Run 1, close-up of the layout:
Region (131, 131) to (151, 151) um. Cells in gray, sequential cells in the stronger gray; small squares are vias.
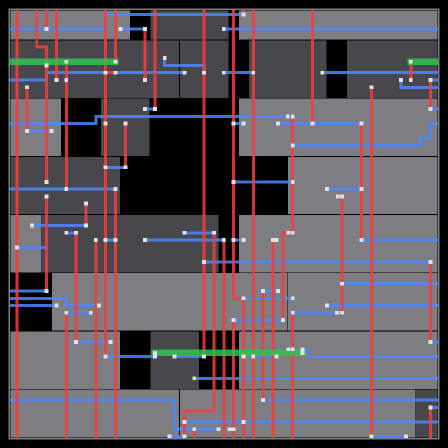
Run 1, wires at chosen ports, followed through buffers:
Scale: 2 px per um.
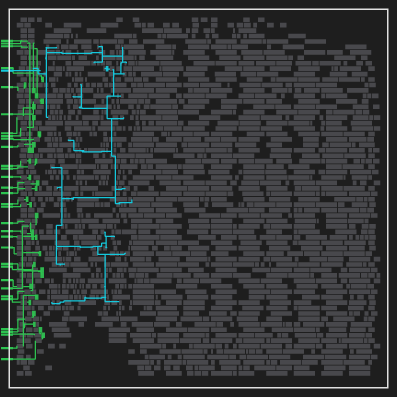
Run 1, clock nets:
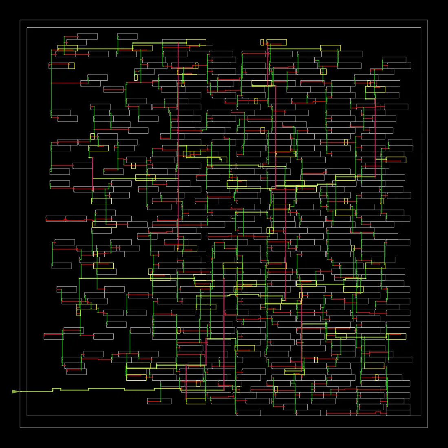
`src/rtl/if_fetch_queue_pkg.sv`:
```
// Shared types and defaults for the instruction-fetch front end.
package if_pkg;

  localparam int          XLEN_DEF     = 32;
  localparam logic [31:0] RESET_PC_DEF = 32'h0001_0000;

  typedef enum logic [1:0] {
    REDIR_NONE,
    REDIR_BR,
    REDIR_JAL,
    REDIR_JR
  } redir_e;

  typedef struct packed {
    logic [XLEN_DEF-1:0] pc;
    logic [XLEN_DEF-1:0] pc4;
    logic [XLEN_DEF-1:0] instr;
  } entry_t;

endpackage

```
`src/rtl/if_fetch_queue_if.sv`:
```
// Memory-request and ID-delivery signals of the fetch front end.
// Handshakes: a transfer happens on a rising edge where valid and ready are both
// high; the source holds valid and payload stable until then and never waits
// on ready to raise valid. Responses carry no ready and are always accepted.
interface if_fetch_queue_if #(
  parameter int XLEN = 32
);
  logic            imem_req_valid;
  logic            imem_req_ready;
  logic [XLEN-1:0] imem_req_addr;
  logic            imem_resp_valid;
  logic [XLEN-1:0] imem_resp_data;
  logic            id_valid;
  logic            id_ready;
  logic [XLEN-1:0] id_pc;
  logic [XLEN-1:0] id_pc4;
  logic [XLEN-1:0] id_instr;

  modport master (
    output imem_req_valid, imem_req_addr,
    input  imem_req_ready, imem_resp_valid, imem_resp_data,
    output id_valid, id_pc, id_pc4, id_instr,
    input  id_ready
  );

  modport slave (
    input  imem_req_valid, imem_req_addr,
    output imem_req_ready, imem_resp_valid, imem_resp_data,
    input  id_valid, id_pc, id_pc4, id_instr,
    output id_ready
  );
endinterface

```
`src/rtl/if_fetch_queue_fifo.sv`:
```
// Synchronous FIFO with synchronous clear; head reads as zero while empty.
module if_fifo #(
  parameter int WIDTH = 96,
  parameter int DEPTH = 4
) (
  input  logic                     clock,
  input  logic                     reset,
  input  logic                     clear,
  input  logic                     push,
  input  logic [WIDTH-1:0]         push_data,
  input  logic                     pop,
  output logic                     head_valid,
  output logic [WIDTH-1:0]         head_data,
  output logic [$clog2(DEPTH):0]   occupancy
);
  localparam int AW = $clog2(DEPTH);

  logic [WIDTH-1:0] mem [DEPTH];
  logic [AW-1:0]    wr_q;
  logic [AW-1:0]    rd_q;
  logic [AW:0]      count_q;

  always_ff @(posedge clock or negedge reset) begin
    if (!reset) begin
      wr_q    <= '0;
      rd_q    <= '0;
      count_q <= '0;
    end else if (clear) begin
      wr_q    <= '0;
      rd_q    <= '0;
      count_q <= '0;
    end else begin
      if (push) wr_q <= wr_q + AW'(1);
      if (pop)  rd_q <= rd_q + AW'(1);
      case ({push, pop})
        2'b10:   count_q <= count_q + (AW+1)'(1);
        2'b01:   count_q <= count_q - (AW+1)'(1);
        default: count_q <= count_q;
      endcase
    end
  end

  // At full with a simultaneous pop, wr_q == rd_q: the head is read before the edge overwrites it.
  always_ff @(posedge clock) begin
    if (push && !clear) mem[wr_q] <= push_data;
  end

  assign head_valid = (count_q != '0);
  assign head_data  = head_valid ? mem[rd_q] : '0;
  assign occupancy  = count_q;
endmodule

```
`src/rtl/if_fetch_queue.sv`:
```
// Fetch front end: PC and redirect mux, credit-limited request issue,
// stale-response dropping after redirects, and the instruction queue toward ID.
module if_fetch_queue
  import if_pkg::*;
#(
  parameter int              XLEN     = XLEN_DEF,
  parameter logic [XLEN-1:0] RESET_PC = RESET_PC_DEF,
  parameter int              DEPTH    = 4
) (
  input  logic            clock,
  input  logic            reset,
  input  logic            branch_taken,
  input  logic [XLEN-1:0] branch_target,
  input  logic            jal,
  input  logic [XLEN-1:0] jal_target,
  input  logic            jr,
  input  logic [XLEN-1:0] jr_target,
  output logic            flush,
  if_fetch_queue_if.master bus
);
  localparam int              CW      = $clog2(DEPTH) + 1;
  localparam logic [CW:0]     DEPTH_C = (CW+1)'(DEPTH);
  localparam logic [XLEN-1:0] FOUR    = XLEN'(4);

  redir_e          redir_src;
  logic [XLEN-1:0] redir_target;
  logic [XLEN-1:0] pc_q;
  logic [XLEN-1:0] resp_pc_q;
  logic            started_q;
  logic [CW-1:0]   outstanding_q;
  logic [CW-1:0]   outstanding_next;
  logic [CW-1:0]   drop_q;
  logic [CW-1:0]   occupancy;
  logic [CW:0]     credits_used;
  logic            req_fire;
  logic            push;
  logic            pop;
  logic [3*XLEN-1:0] push_data;
  logic [3*XLEN-1:0] head_data;

  always_comb begin
    redir_src    = REDIR_NONE;
    redir_target = pc_q;
    if (jr) begin
      redir_src    = REDIR_JR;
      redir_target = jr_target;
    end else if (jal) begin
      redir_src    = REDIR_JAL;
      redir_target = jal_target;
    end else if (branch_taken) begin
      redir_src    = REDIR_BR;
      redir_target = branch_target;
    end
  end

  assign flush = (redir_src != REDIR_NONE);

  // Queue slots are reserved at request time, so a response always has room.
  assign credits_used       = {1'b0, occupancy} + {1'b0, outstanding_q};
  assign bus.imem_req_valid = started_q && !flush && (credits_used < DEPTH_C);
  assign bus.imem_req_addr  = pc_q;

  assign req_fire         = bus.imem_req_valid && bus.imem_req_ready;
  assign outstanding_next = outstanding_q + CW'(req_fire) - CW'(bus.imem_resp_valid);
  assign push             = bus.imem_resp_valid && !flush && (drop_q == '0);
  assign pop              = bus.id_valid && bus.id_ready && !flush;
  assign push_data        = {resp_pc_q, resp_pc_q + FOUR, bus.imem_resp_data};

  always_ff @(posedge clock or negedge reset) begin
    if (!reset) begin
      pc_q          <= RESET_PC;
      resp_pc_q     <= RESET_PC;
      started_q     <= 1'b0;
      outstanding_q <= '0;
      drop_q        <= '0;
    end else begin
      started_q     <= 1'b1;
      outstanding_q <= outstanding_next;
      if (flush) begin
        // Everything still in flight after this cycle belongs to the old path.
        pc_q      <= redir_target;
        resp_pc_q <= redir_target;
        drop_q    <= outstanding_next;
      end else begin
        if (req_fire) pc_q <= pc_q + FOUR;
        if (bus.imem_resp_valid) begin
          if (drop_q != '0) drop_q    <= drop_q - CW'(1);
          else              resp_pc_q <= resp_pc_q + FOUR;
        end
      end
    end
  end

  if_fifo #(
    .WIDTH (3*XLEN),
    .DEPTH (DEPTH)
  ) u_fifo (
    .clock      (clock),
    .reset      (reset),
    .clear      (flush),
    .push       (push),
    .push_data  (push_data),
    .pop        (pop),
    .head_valid (bus.id_valid),
    .head_data  (head_data),
    .occupancy  (occupancy)
  );

  assign bus.id_pc    = head_data[3*XLEN-1 -: XLEN];
  assign bus.id_pc4   = head_data[2*XLEN-1 -: XLEN];
  assign bus.id_instr = head_data[XLEN-1:0];
endmodule

```
`src/flat_wrapper.sv`:
```
// flat-port wrapper written by rule: the top's interface ports become plain ports
module if_fetch_queue_flat import if_pkg::*;
#(
  parameter int              XLEN     = XLEN_DEF,
  parameter logic [XLEN-1:0] RESET_PC = RESET_PC_DEF,
  parameter int              DEPTH    = 4
)
  (clock, reset, branch_taken, branch_target, jal, jal_target, jr, jr_target, flush, bus_imem_req_valid, bus_imem_req_addr, bus_imem_req_ready, bus_imem_resp_valid, bus_imem_resp_data, bus_id_valid, bus_id_pc, bus_id_pc4, bus_id_instr, bus_id_ready);
  if_fetch_queue_if #(.XLEN(XLEN)) bus_i ();
  input  logic clock;
  input  logic reset;
  input  logic branch_taken;
  input  logic [XLEN-1:0] branch_target;
  input  logic jal;
  input  logic [XLEN-1:0] jal_target;
  input  logic jr;
  input  logic [XLEN-1:0] jr_target;
  output logic flush;
  output wire logic [$bits(bus_i.imem_req_valid)-1:0] bus_imem_req_valid;
  output wire logic [$bits(bus_i.imem_req_addr)-1:0] bus_imem_req_addr;
  input wire logic [$bits(bus_i.imem_req_ready)-1:0] bus_imem_req_ready;
  input wire logic [$bits(bus_i.imem_resp_valid)-1:0] bus_imem_resp_valid;
  input wire logic [$bits(bus_i.imem_resp_data)-1:0] bus_imem_resp_data;
  output wire logic [$bits(bus_i.id_valid)-1:0] bus_id_valid;
  output wire logic [$bits(bus_i.id_pc)-1:0] bus_id_pc;
  output wire logic [$bits(bus_i.id_pc4)-1:0] bus_id_pc4;
  output wire logic [$bits(bus_i.id_instr)-1:0] bus_id_instr;
  input wire logic [$bits(bus_i.id_ready)-1:0] bus_id_ready;
  assign bus_imem_req_valid = bus_i.imem_req_valid;
  assign bus_imem_req_addr = bus_i.imem_req_addr;
  assign bus_i.imem_req_ready = bus_imem_req_ready;
  assign bus_i.imem_resp_valid = bus_imem_resp_valid;
  assign bus_i.imem_resp_data = bus_imem_resp_data;
  assign bus_id_valid = bus_i.id_valid;
  assign bus_id_pc = bus_i.id_pc;
  assign bus_id_pc4 = bus_i.id_pc4;
  assign bus_id_instr = bus_i.id_instr;
  assign bus_i.id_ready = bus_id_ready;
  if_fetch_queue #(.XLEN(XLEN), .RESET_PC(RESET_PC), .DEPTH(DEPTH)) u_core (.clock(clock), .reset(reset), .branch_taken(branch_taken), .branch_target(branch_target), .jal(jal), .jal_target(jal_target), .jr(jr), .jr_target(jr_target), .flush(flush), .bus(bus_i));
endmodule
```
`config.mk`:
```
export PLATFORM = sky130hd
export DESIGN_NAME = if_fetch_queue_flat
export DESIGN_NICKNAME = d
export VERILOG_FILES = /design/src/rtl/if_fetch_queue_pkg.sv /design/src/rtl/if_fetch_queue_if.sv /design/src/rtl/if_fetch_queue_fifo.sv /design/src/rtl/if_fetch_queue.sv /design/src/flat_wrapper.sv
export SDC_FILE = /design/constraint.sdc
export NUM_CORES = 1
export LEC_CHECK = 0
export ABC_AREA = 0
export CAP_MARGIN = 25
export CORE_MARGIN = 3
export CORE_UTILIZATION = 60
export DETAILED_ROUTE_END_ITERATION = 7
export PLACE_DENSITY = 0.83
export SETUP_SLACK_MARGIN = 0.02
export SYNTH_ARGS = -nofsm -noshare
export SYNTH_HDL_FRONTEND = slang
export SYNTH_HIERARCHICAL = 1
export SYNTH_SLANG_ARGS = --single-unit
```
`constraint.sdc`:
```
create_clock -name clock -period 12.4 [get_ports clock]
set_clock_uncertainty 0.05 [all_clocks]
set_input_delay 1.24 -clock clock [delete_from_list [all_inputs] [get_ports clock]]
set_output_delay 1.24 -clock clock [all_outputs]
set_load 0.02 [all_outputs]
```
==> impl_metrics.py, run 1 <==
# Physical implementation metrics
metrics = {
    "timing": {
        "timing.final.crit_period_ns": 4.968,
        "slew_viol_final": 0,
        "rsz0062_at_grt": "false",
        "tns_ns": 0,
        "finalCritPeriodShare": 0.4006,
        "relSlewSlack": 0.3101,
        "setup_viol": 0,
        "tightest_slew_ns": 1.035,
        "timing_hold_violations_final": 0,
        "clock.fmax_mhz": 201.3,
    },
    "synthesis": {
        "async_flop_share": 0.1688,
        "fp_nets": 1384,
        "syn_inst": 1234,
        "ys_sh_simple": 0.08970,
        "top_logic_kind": "multiplexers",
        "yosys_warnings": 6,
        "synth.largest_area_cell": "edfxtp_1",
        "avgSynthCellArea_um2": 16.19,
        "yosys_area_um2": 19970,
        "yosysUniqueCellTypes": 66,
        "flop_cell": "edfxtp_1",
        "area_leaders": "edfxtp_1 (58%), mux4_2 (11%), dfrtp_1 (9.5%), and2_1 (3.3%), o21ai_0 (1.4%)",
        "adder_share": 0.009521,
        "ys.flops": 462,
        "top_cell_area_share": 0.5773,
        "xor_area_frac": 0.02017,
        "ys_cells": 1234,
        "yosysSeqAreaShare": 0.6751,
        "syn_area_um2": 19970,
        "aoi_share": 0.07354,
        "edf_count": 384,
        "mux_area_frac": 0.1104,
    },
    "grt": {
        "met2_usage": 0.4484,
        "grt_pass1_wl_um": 75000,
        "met3_usage": 0.05340,
        "overflow": 0,
        "antenna_found_initial": 0,
        "grt_max_degree": 99,
        "met1_usage": 0.3802,
        "grtUsageTotal": 0.2743,
        "grt_pass1_vias": 12670,
        "busiest_layer": "met2",
    },
    "die": {
        "dieArea_um2": 35520,
        "dieWidth_um": 188.5,
        "num_rows": 66,
        "fp_util": 0.6108,
        "core_um2": 32700,
        "fp.dieH_um": 188.5,
        "top_level_ports": 267,
    },
    "critical_path": {
        "crit_path_start": "jal",
        "r2r_slack_ns": 8.69,
        "critPathBufInv": 6,
        "cpPeakStageDelay_ns": 0.72,
        "cp_cell_sequence": "clkdlybuf4s50_1 -> buf_4 -> nor3_4 -> buf_4 -> inv_2 -> buf_4 -> clkdlybuf4s50_1",
        "cp.depth": 7,
        "crit_arrival_ns": 3.68,
        "crit_type": "in -> out",
        "crit_path_top_delay_cell": "clkdlybuf4s50_1",
        "path_common_cell": "buf_4",
        "worstPathMaxFanout": 49,
        "worstSetupEndpoint": "flush",
        "worstPathRequired_ns": 11.11,
        "regToRegStartpoint": "u_core/drop_q[0]$_DFFE_PN0P_",
        "setup.worst_path.end_class": "output pin",
        "critPathLaunchType": "input pin",
        "r2r_end": "u_core/u_fifo/mem[2][31]$_DFFE_PP_",
        "r2r_cells": 8,
        "crit_family": "buffers and inverters",
    },
    "detailed_routing": {
        "via_count": 12410,
        "ant_nets": 0,
        "wl_um": 48770,
        "remaining_drc_errors": 0,
        "first_iter_violations": 1164,
        "first_pass_iters": 5,
        "wl_per_cell_um": 24.86,
        "via_per_inst": 6.324,
    },
    "placement": {
        "dp_hpwl_um": 30110,
        "gp_congestion": 0.9153,
        "port_buffers": 266,
        "dpl-instance-area_um2": 22940,
    },
    "worst_hold_path": {
        "hold_class": "reg -> reg",
        "hp-start": "u_core/bus.imem_req_addr[0]$_DFFE_PN0P_",
        "whs_endpoint": "u_core/bus.imem_req_addr[0]$_DFFE_PN0P_",
        "hold-path-cell-count": 1,
    },
    "clock_network": {
        "post-cts-setup-buffers": 0,
        "h-tree-depth": 2,
        "cts_buffers": 44,
        "cts.repair.resized": 0,
        "path_clk_slew_ns": 0.06,
        "cts.path.max_buffers": 3,
        "hold_buffers": 0,
        "clockRootBuffer": "clkbuf_16",
        "cts_tree": "done",
    },
    "finish": {
        "lay_top_count": "edfxtp_1",
        "nFillCells": 1959,
        "comb_area_um2": 6080,
        "flop_area_um2": 13490,
        "final_nets": 1638,
        "final_util": 0.7443,
        "syn2layout_area_growth_pct": 21.85,
        "n_antenna_cell": 0,
        "lay_top_cells": "edfxtp_1 (384), clkdlybuf4s50_1 (264), and2_1 (100), mux4_2 (96), dfrtp_1 (74)",
        "layout-drive-gt1-share": 0.1336,
        "design_area_um2": 24340,
    },
    "job": {
        "cap_viol_max_count": 0,
        "warning_count": 29,
    },
    "run_status": {
        "outcome": "finished, final reports clean",
    },
    "power": {
        "max-vdd-ir-drop_v": 0.0001092,
        "p_leak_nw": 8.213,
        "p_per_area_nw_per_um2": 137.1,
    },
}
Notes on 'close-up of the layout' above:
met3: marked green. met2: marked red. met1: marked blue.
Sequential cells in the window: 10. 20 logic cells have their middle in the window. Netlist names of flops here include u_core/u_fifo/mem (10). Most frequent: edfxtp_1 (10), mux4_2 (4), and2_1 (3).

Notes on 'wires at chosen ports, followed through buffers' above:
flush: marked cyan, direction output, edge west, end cells 1, buffers 2, wire 523 um. jr_target: marked green, direction input, edge west, end cells 32, buffers 32, wire 561 um.

Notes on 'clock nets' above:
Clock Power: 1.24 mW
Late-Pin Clk Latency: 0.53 ns
CTS sink cnt: 462

[run 1: registers in the layout, indices dropped and copies added, names as in the netlist]
signal,cells
u_core/u_fifo/mem,384
u_core/drop_q,3
u_core/u_fifo/wr_q,2
u_core/u_fifo/rd_q,2
u_core/u_fifo/occupancy,3
u_core/started_q,1
u_core/outstanding_q,3
u_core/bus.imem_req_addr,32
u_core/resp_pc_q,32
[run 1: routing by layer]
metal | wire length, um | up-vias
met5 | 0 | -
met4 | 1632 | 0
met3 | 4105 | 92
met2 | 23830 | 713
met1 | 19200 | 6244
li1 | - | 5358
[run 1: cell usage after synthesis (all sizes together) (6+ instances only)]
master	instances
a21o	6
a21oi	33
a221o	15
a22oi	15
a2bb2oi	21
a31oi	15
and2	105
and3	23
and4	8
buf	41
clkbuf	32
dfrtp	76
edfxtp	384
ha	12
inv	18
mux4	96
nand2	50
nand3	28
nand4	22
nor2	33
nor3	16
o21a	16
o21ai	62
o22a	16
xnor2	23
xor2	23
[run 1: through the flow]
step                      std cells  setup WS (ns)  total power, mW  hold WS [ns]
after global routing           1962          7.318            3.449        0.4682
after floorplan                1234          6.849            1.975        0.4210
after CTS                      1959          6.999            3.357        0.4344
after detailed placement       1881          7.195            2.120        0.4206
final                          1962          7.432            3.337        0.4320
after global placement         1881          7.293            2.107        0.4101
[run 1: layout make-up]
type | instances | share of cell area
clock buffers | 54 | 0.04678
clock inverters | 24 | 0.007351
inverters | 18 | 0.002776
multi-input cells | 681 | 0.2498
flip-flops and latches | 462 | 0.5544
well taps | 442 | 0.02272
repair buffers | 281 | 0.1162
[run 1: where the power goes]
| group | internal [mW] | switching (mW) | total [mW] |
|---|---|---|---|
| clock | 0.695 | 0.547 | 1.24 |
| sequential | 1.74 | 0.0682 | 1.81 |
| combinational | 0.133 | 0.153 | 0.286 |
Run 1, metal layers overlaid:
Scale: 3 px per um. Only two layers are drawn.
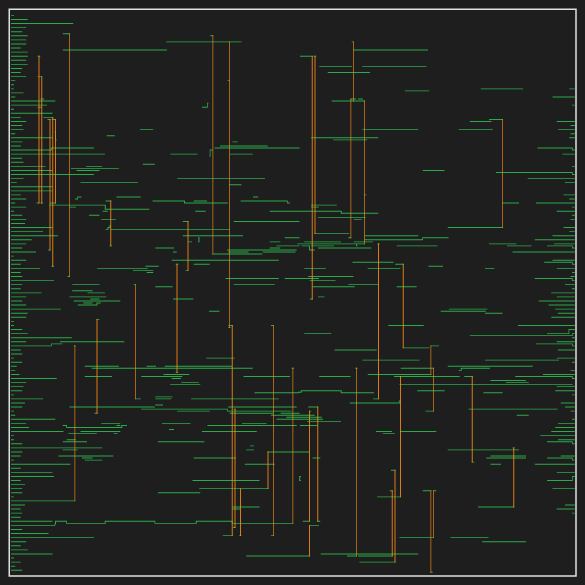

==> run 1 -> run 2 <==
--- a/config.mk
+++ b/config.mk
@@ -8,9 +8,9 @@
 export ABC_AREA = 0
 export CAP_MARGIN = 25
 export CORE_MARGIN = 3
-export CORE_UTILIZATION = 60
+export CORE_UTILIZATION = 50
 export DETAILED_ROUTE_END_ITERATION = 7
-export PLACE_DENSITY = 0.83
+export PLACE_DENSITY = 0.73
 export SETUP_SLACK_MARGIN = 0.02
 export SYNTH_ARGS = -nofsm -noshare
 export SYNTH_HDL_FRONTEND = slang
==> constraint.sdc (replaced) <==
create_clock -name clock -period 4 [get_ports clock]
set_clock_uncertainty 0.05 [all_clocks]
set_input_delay 0.4 -clock clock [delete_from_list [all_inputs] [get_ports clock]]
set_output_delay 0.4 -clock clock [all_outputs]
set_load 0.02 [all_outputs]
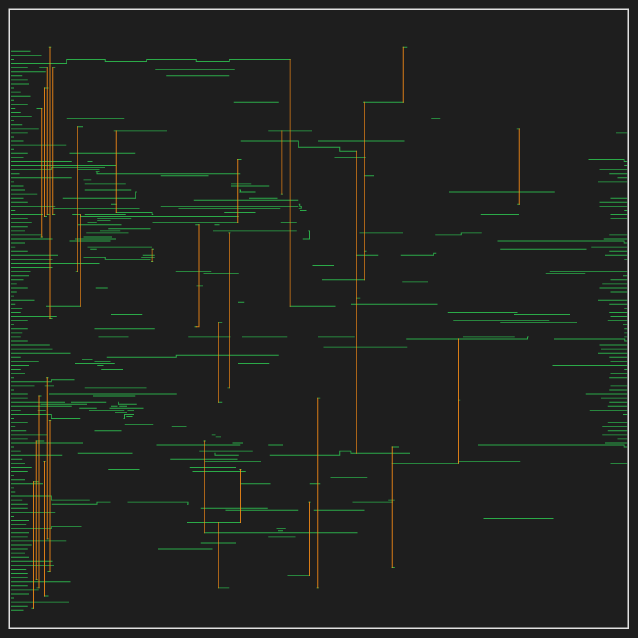
Run 2: metal layers overlaid
Scale: 3 px per um. Only two layers are drawn.
met3: marked green, wire length 3870 um. met4: marked orange, wire length 1370 um.

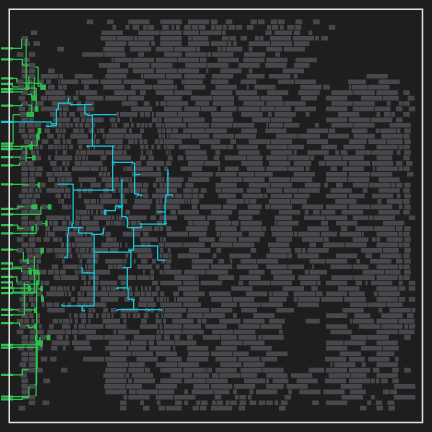
Run 2: wires at chosen ports, followed through buffers
Scale: 2 px per um.
flush: marked cyan, direction output, edge west, end cells 1, buffers 3, wire 555 um. jr_target: marked green, direction input, edge west, end cells 32, buffers 32, wire 615 um.

==> run 2 against run 1 <==
  * Register-to-register slack got worse by 7.8 ns
  * Power grew to 3.3 times the previous value
  * Wire length shrank 3.9%
  * Critical path type is now reg -> out
  * Largest cell class unchanged
  * Largest power group unchanged
==> impl_metrics.py, run 2 <==
# Physical implementation metrics
metrics = {
    "clock_network": {
        "cts.path.max_buffers": 3,
        "hold_buffers": 0,
        "h-tree-depth": 2,
        "clockRootBuffer": "clkbuf_16",
        "cts_tree": "done",
        "cts.sinks": 462,
        "clk-insertion-delay-late_ns": 0.55,
        "cts.repair.resized": 0,
        "cts_buffers": 46,
        "post-cts-setup-buffers": 0,
        "path_clk_slew_ns": 0.06,
    },
    "synthesis": {
        "ys_cells": 1234,
        "avgSynthCellArea_um2": 16.19,
        "top_cell_area_share": 0.5773,
        "top_cell": "edfxtp_1",
        "yosys_area_um2": 19970,
        "edf_count": 384,
        "area_leaders": "edfxtp_1 (58%), mux4_2 (11%), dfrtp_1 (9.5%), and2_1 (3.3%), o21ai_0 (1.4%)",
        "async_flop_share": 0.1688,
        "synthTopCellsByCount": "edfxtp_1 (384), and2_1 (104), mux4_2 (96)",
        "flop_cell": "edfxtp_1",
        "fp_nets": 1384,
        "yosysUniqueCellTypes": 66,
        "synth.largest_area_cell": "edfxtp_1",
        "syn_area_um2": 19970,
        "yosys_warnings": 6,
        "yosysSeqAreaShare": 0.6751,
        "syn_inst": 1234,
    },
    "timing": {
        "setup_viol": 0,
        "holdWs_ns": 0.1660,
        "setup_ws_ns": 0.5541,
        "tightest_slew_ns": 1.110,
        "slew_viol_final": 0,
        "rsz0062_at_grt": "false",
        "clock.fmax_mhz": 290.2,
        "finalCritPeriodShare": 0.8615,
        "tns_ns": 0,
        "relSlewSlack": 0.2572,
        "timing.final.crit_period_ns": 3.446,
    },
    "power": {
        "p_per_area_nw_per_um2": 438.6,
        "switching_power_mw": 2.413,
        "combPwrFrac": 0.081,
        "max-vdd-ir-drop_v": 0.0002772,
        "p_clk_frac": 0.405,
        "sw_frac_of_total": 0.2210,
        "p_leak_nw": 8.432,
        "finalPower_mw": 10.92,
        "power_frac_seq": 0.514,
        "p_int_mw": 8.504,
    },
    "grt": {
        "grt_pass1_vias": 12150,
        "grt_max_degree": 79,
        "grtUsageTotal": 0.2218,
        "busiest_layer": "met2",
        "met1_usage": 0.3146,
        "overflow": 0,
        "grt_pass1_wl_um": 71800,
        "met3_usage": 0.04568,
        "met2_usage": 0.3488,
        "antenna_found_initial": 0,
    },
    "placement": {
        "dpl-instance-area_um2": 23280,
        "dp_cells": 1972,
        "gp_congestion": 0.9007,
        "port_buffers": 266,
        "dp_hpwl_um": 31480,
        "pre_cts_slack_ns": 0.9041,
    },
    "finish": {
        "n_all_buffers": 295,
        "lay_top_cells": "edfxtp_1 (384), clkdlybuf4s50_1 (264), and2_1 (100), mux4_2 (96), dfrtp_1 (74)",
        "seq_share": 0.5421,
        "comb_share": 0.2442,
        "design.seq.count": 462,
        "instances_no_fill": 2060,
        "final_nets": 1654,
        "top_register": "u_core/u_fifo/mem",
        "layout-drive-gt1-share": 0.1453,
        "lay_top_count": "edfxtp_1",
        "clock_area_frac": 0.06308,
        "n_antenna_cell": 0,
        "nFillCells": 2855,
        "top_area_cell_class": "registers",
        "final_util": 0.6366,
        "design_area_um2": 24890,
        "largest_register_ffs": 384,
        "inverters": 18,
        "final-nonclk-buf-share": 0.1218,
        "syn2layout_area_growth_pct": 24.62,
        "nClkBuffers": 61,
        "comb_area_um2": 6080,
        "comb.multi_input.count": 681,
        "flop_area_um2": 13490,
    },
    "critical_path": {
        "r2r_slack_ns": 0.87,
        "crit_arrival_ns": 3.00,
        "r2r_cells": 13,
        "crit_type": "reg -> out",
        "regToRegStartpoint": "u_core/outstanding_q[2]$_DFF_PN0_",
        "setup.worst_path.end_class": "output pin",
        "crit_family": "buffers and inverters",
        "r2r_end": "u_core/drop_q[2]$_DFFE_PN0P_",
        "worstPathMaxFanout": 29,
        "worstPathRequired_ns": 3.55,
        "cp_cell_sequence": "buf_4 -> mux4_2 -> and2_1 -> clkdlybuf4s50_1",
        "cpPeakStageDelay_ns": 0.84,
        "critPathLaunchType": "flop",
        "critPathBufInv": 2,
        "crit_path_top_delay_cell": "dfrtp_4",
    },
    "job": {
        "warning_count": 29,
        "cap_viol_max_count": 0,
    },
    "detailed_routing": {
        "via_count": 12070,
        "dr_wl_met3_um": 3869,
        "highest_layer": "met4",
        "wl_um": 46860,
        "via_per_inst": 5.859,
        "wl_per_cell_um": 22.75,
        "remaining_drc_errors": 0,
        "first_pass_iters": 5,
        "drt-met1-wl_um": 19570,
        "ant_nets": 0,
        "first_iter_violations": 851,
    },
    "die": {
        "top_level_ports": 267,
        "fp.dieH_um": 205.9,
        "dieArea_um2": 42380,
        "core_um2": 39100,
        "tap_cells": 518,
        "num_rows": 72,
        "dieWidth_um": 205.9,
        "fp_util": 0.5109,
    },
    "worst_hold_path": {
        "hold_class": "in -> async",
    },
    "run_status": {
        "outcome": "finished, final reports clean",
    },
}
## run 2: cell counts after synthesis
No cell type changed its count.
## run 2: worst max-delay path by stage
stage | start | end | slack [ns] | depth (start not counted)
2_1_floorplan | jal | u_core/u_fifo/mem[0][0]$_DFFE_PP_ | 0.35 | 9
3_3_place_gp | u_core/outstanding_q[2]$_DFF_PN0_ | u_core/drop_q[2]$_DFFE_PN0P_ | 0.98 | 13
3_5_place_dp | u_core/outstanding_q[2]$_DFF_PN0_ | u_core/drop_q[2]$_DFFE_PN0P_ | 0.90 | 13
4_1_cts | u_core/u_fifo/rd_q[0]$_DFFE_PN0P_ | bus_id_pc[6] | 0.45 | 4
5_1_grt | u_core/u_fifo/rd_q[0]$_DFFE_PN0P_ | bus_id_pc[6] | 0.36 | 4
6_report | u_core/u_fifo/rd_q[0]$_DFFE_PN0P_ | bus_id_pc[6] | 0.55 | 4
## run 2: power groups by stage
| stage | clock network (mW) | logic (mW) | registers, mW |
|---|---|---|---|
| after floorplan | 0 | 0.456 | 5.67 |
| after global placement | 0 | 0.852 | 5.69 |
| after detailed placement | 0 | 0.879 | 5.70 |
| after CTS | 4.52 | 0.883 | 5.60 |
| after global routing | 4.71 | 0.968 | 5.63 |
| final | 4.43 | 0.884 | 5.61 |
## run 2: logic make-up (layout without fill, tap and decap cells)
logic type / count (synthesis) / in the layout / share of synthesized area
flip-flops: 462 / 462 / 0.6751
AND/OR/NAND/NOR: 303 / 303 / 0.08970
buffers and inverters: 91 / 399 / 0.02136
adder cells (fa/ha/maj): 14 / 14 / 0.009521
XOR/XNOR: 46 / 46 / 0.02017
AND-OR/OR-AND: 217 / 217 / 0.07354
multiplexers: 100 / 100 / 0.1104
other: 1 / 1 / 0.0001877
No activity file was given, so power comes from the tool's default toggle rates.
